`src/rtl/dmux8_rr_scheduler.sv`:
```
// ============================================================================
// dmux8_rr_scheduler : round-robin scheduler sharing one strobe over an
//                      8-way demux. Optional LOCK input via DMUX_SCHED_LOCK_EN.
// Revision: 1.0
// ============================================================================
`default_nettype none

module dmux8_way (
    input  logic       IN,
    input  logic [2:0] SEL,
    output logic       A,
    output logic       B,
    output logic       C,
    output logic       D,
    output logic       E,
    output logic       F,
    output logic       G,
    output logic       H
);
    assign A = IN & (SEL == 3'd0);
    assign B = IN & (SEL == 3'd1);
    assign C = IN & (SEL == 3'd2);
    assign D = IN & (SEL == 3'd3);
    assign E = IN & (SEL == 3'd4);
    assign F = IN & (SEL == 3'd5);
    assign G = IN & (SEL == 3'd6);
    assign H = IN & (SEL == 3'd7);
endmodule

module dmux8_rr_scheduler #(
    parameter int HOLD_MAX = 4
) (
    input  logic       CLK,
    input  logic       RESET_N,
    input  logic [7:0] REQ,
`ifdef DMUX_SCHED_LOCK_EN
    input  logic       LOCK,
`endif
    output logic [2:0] SEL,
    output logic       STROBE,
    output logic [7:0] GNT,
    output logic       BUSY
);
    localparam logic [7:0] HOLD_LAST = 8'(HOLD_MAX - 1);

    typedef enum logic [0:0] {
        IDLE  = 1'b0,
        GRANT = 1'b1
    } state_t;

    state_t     state_q, state_d;
    logic [2:0] sel_q, sel_d;
    logic [2:0] last_q, last_d;
    logic [7:0] cnt_q, cnt_d;
    logic       busy_q;

    logic       found;
    logic [2:0] pick;
    logic [2:0] cand;
    logic       release_grant;
    logic       lock_hold;

`ifdef DMUX_SCHED_LOCK_EN
    assign lock_hold = LOCK;
`else
    assign lock_hold = 1'b0;
`endif

    // Search starts just after the last winner, so it is considered last.
    always_comb begin
        found = 1'b0;
        pick  = last_q;
        cand  = '0;
        for (int k = 1; k <= 8; k++) begin
            cand = last_q + 3'(k);
            if (!found && REQ[cand]) begin
                found = 1'b1;
                pick  = cand;
            end
        end
    end

    always_comb begin
        state_d       = state_q;
        sel_d         = sel_q;
        last_d        = last_q;
        cnt_d         = cnt_q;
        release_grant = 1'b0;
        case (state_q)
            IDLE: begin
                if (found) begin
                    state_d = GRANT;
                    sel_d   = pick;
                    last_d  = pick;
                    cnt_d   = '0;
                end
            end
            GRANT: begin
                release_grant = !REQ[sel_q] || ((cnt_q == HOLD_LAST) && !lock_hold);
                if (release_grant) begin
                    state_d = IDLE;
                    cnt_d   = '0;
                end else if (cnt_q != HOLD_LAST) begin
                    // Under LOCK the counter parks at the limit.
                    cnt_d = cnt_q + 8'd1;
                end
            end
            default: state_d = IDLE;
        endcase
    end

    always_ff @(posedge CLK) begin
        if (!RESET_N) begin
            state_q <= IDLE;
            sel_q   <= 3'd0;
            last_q  <= 3'd7;
            cnt_q   <= 8'd0;
            busy_q  <= 1'b0;
        end else begin
            state_q <= state_d;
            sel_q   <= sel_d;
            last_q  <= last_d;
            cnt_q   <= cnt_d;
            busy_q  <= (state_d == GRANT);
        end
    end

    assign SEL    = sel_q;
    assign BUSY   = busy_q;
    assign STROBE = (state_q == GRANT) && REQ[sel_q];

    dmux8_way u_dmux (
        .IN  (STROBE),
        .SEL (sel_q),
        .A   (GNT[0]),
        .B   (GNT[1]),
        .C   (GNT[2]),
        .D   (GNT[3]),
        .E   (GNT[4]),
        .F   (GNT[5]),
        .G   (GNT[6]),
        .H   (GNT[7])
    );
endmodule

`default_nettype wire

```
`config.mk`:
```
export PLATFORM = sky130hd
export DESIGN_NAME = dmux8_rr_scheduler
export DESIGN_NICKNAME = d
export VERILOG_FILES = /design/src/rtl/dmux8_rr_scheduler.sv
export SDC_FILE = /design/constraint.sdc
export NUM_CORES = 1
export LEC_CHECK = 0
export ABC_CLOCK_PERIOD_IN_PS = 6150
export CAP_MARGIN = 20
export CELL_PAD_IN_SITES_DETAIL_PLACEMENT = 1
export CELL_PAD_IN_SITES_GLOBAL_PLACEMENT = 1
export CORE_MARGIN = 2
export CORE_UTILIZATION = 33
export DETAILED_ROUTE_END_ITERATION = 12
export GPL_ROUTABILITY_DRIVEN = 0
export PLACE_DENSITY = 0.71
export SETUP_SLACK_MARGIN = 0.05
export SLEW_MARGIN = 20
export SYNTH_ARGS = -nofsm -noshare
export SYNTH_HDL_FRONTEND = slang
export SYNTH_HIERARCHICAL = 1
export SYNTH_SLANG_ARGS = --single-unit
```
`constraint.sdc`:
```
create_clock -name CLK -period 6.15 [get_ports CLK]
set_clock_uncertainty 0.1 [all_clocks]
set_input_delay 1.23 -clock CLK [delete_from_list [all_inputs] [get_ports CLK]]
set_output_delay 1.23 -clock CLK [all_outputs]
set_load 0.01 [all_outputs]
```
Fig. 1: port wiring
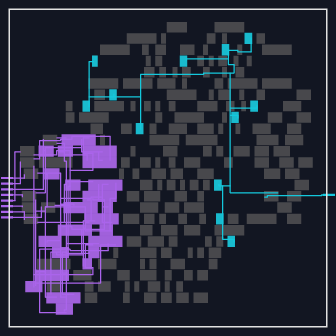
Key: cyan = RESET_N [bits 1, direction input, edge right, end cells 12, wire 172 um]; purple = REQ [bits 8, direction input, edge left, end cells 23, wire 659 um]
IO Count: 23
port buffer count: 22

Fig. 2: signal wires by layer
The bar under the picture is 20 um long.
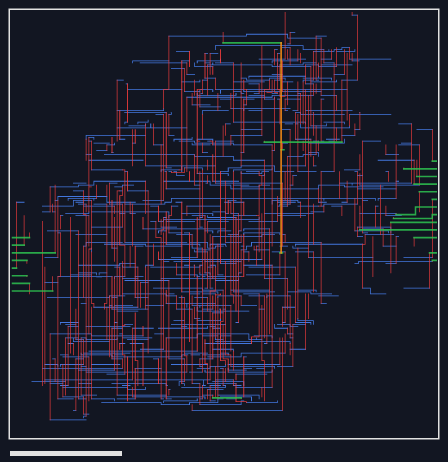
Key: green = M3 [wire length 120 um]; orange = M4 [wire length 37.4 um]; blue = M1 [wire length 2290 um]; red = M2 [wire length 2430 um]
Vias: 1654
Wirelength per Cell: 17.6 um
total global-route track usage: 0.174
routed wire length: 4870 um

==> summary.txt <==
max cap viols = 0
clock power share = 0.085
r2r endpoint = cnt_q[3]
nets = 220
clock-pin slew on the worst setup and hold paths = 0.07 ns
Yosys Instances = 188
Pins Over Slew Limit = 0
Max transition margin = 0.525
sequential power share = 0.179
Hold Path Stages = 1
pwr dens = 488 nW/um^2
Logic family by area = multiplexers
utilization after layout = 0.401
worst hold path type = flop to flop
most frequent logic cell in the layout = clkdlybuf4s50_1
Hold Vio Cnt, Final = 0
R2R Path Start = last_q[0]
status = finished clean
Syn Area/Cell = 9.16 um^2
Site Rows = 26
CP bufs+invs = 2
Non-Filler Instances = 276
vias per cell = 5.99
Netlist Area Pre-Place = 1720 um^2
xor+xnor area frac = 0.0254
GRT Residual Overflow = 0
Synth Flop Type = dfxtp_1
vias in the first global route = 1640
Multiplexer share = 0.303
## worst max path at each step
stage          depth (start not counted)  slack, ns      to  startpoint
6_report                               6       1.23  GNT[7]      REQ[3]
5_1_grt                                6       1.14  GNT[7]      REQ[3]
3_3_place_gp                           6       1.27  GNT[2]      REQ[3]
2_1_floorplan                          4       2.38  GNT[7]      REQ[7]
4_1_cts                                6       1.24  GNT[7]      REQ[7]
3_5_place_dp                           6       1.25  GNT[7]      REQ[7]
## cell usage after synthesis, types with 3 or more instances
cell / count / area share
mux2_2: 8 / 0.052
o21ai_0: 9 / 0.026
and4bb_2: 3 / 0.022
nor2_1: 10 / 0.022
clkbuf_1: 3 / 0.0065
mux4_2: 13 / 0.17
nand2_1: 15 / 0.033
xnor2_1: 3 / 0.015
and4b_2: 3 / 0.020
mux2i_1: 9 / 0.052
and2_1: 4 / 0.015
inv_1: 7 / 0.015
a31oi_1: 6 / 0.022
nand3_1: 11 / 0.032
ha_1: 3 / 0.022
a21oi_1: 10 / 0.029
dfxtp_1: 15 / 0.17
buf_2: 3 / 0.0087
a211oi_1: 3 / 0.013
mux2_1: 3 / 0.020
a2111oi_0: 4 / 0.020
## sequential cells by signal (all words and copies together), names as in the netlist
| register | cells |
|---|---|
| BUSY | 1 |
| SEL | 3 |
| cnt_q | 8 |
| last_q | 3 |
## metal layers
| layer | GRT usage | vias to the layer above | part of all wire |
|---|---|---|---|
| met4 | 0.0491 | 0 | 0.0076 |
| met1 | 0.224 | 839 | 0.47 |
| met5 | 0 | - | 0 |
| met2 | 0.305 | 28 | 0.50 |
| li1 | - | 784 | - |
| met3 | 0.0213 | 3 | 0.024 |
Power is estimated from default activity; no workload was simulated.
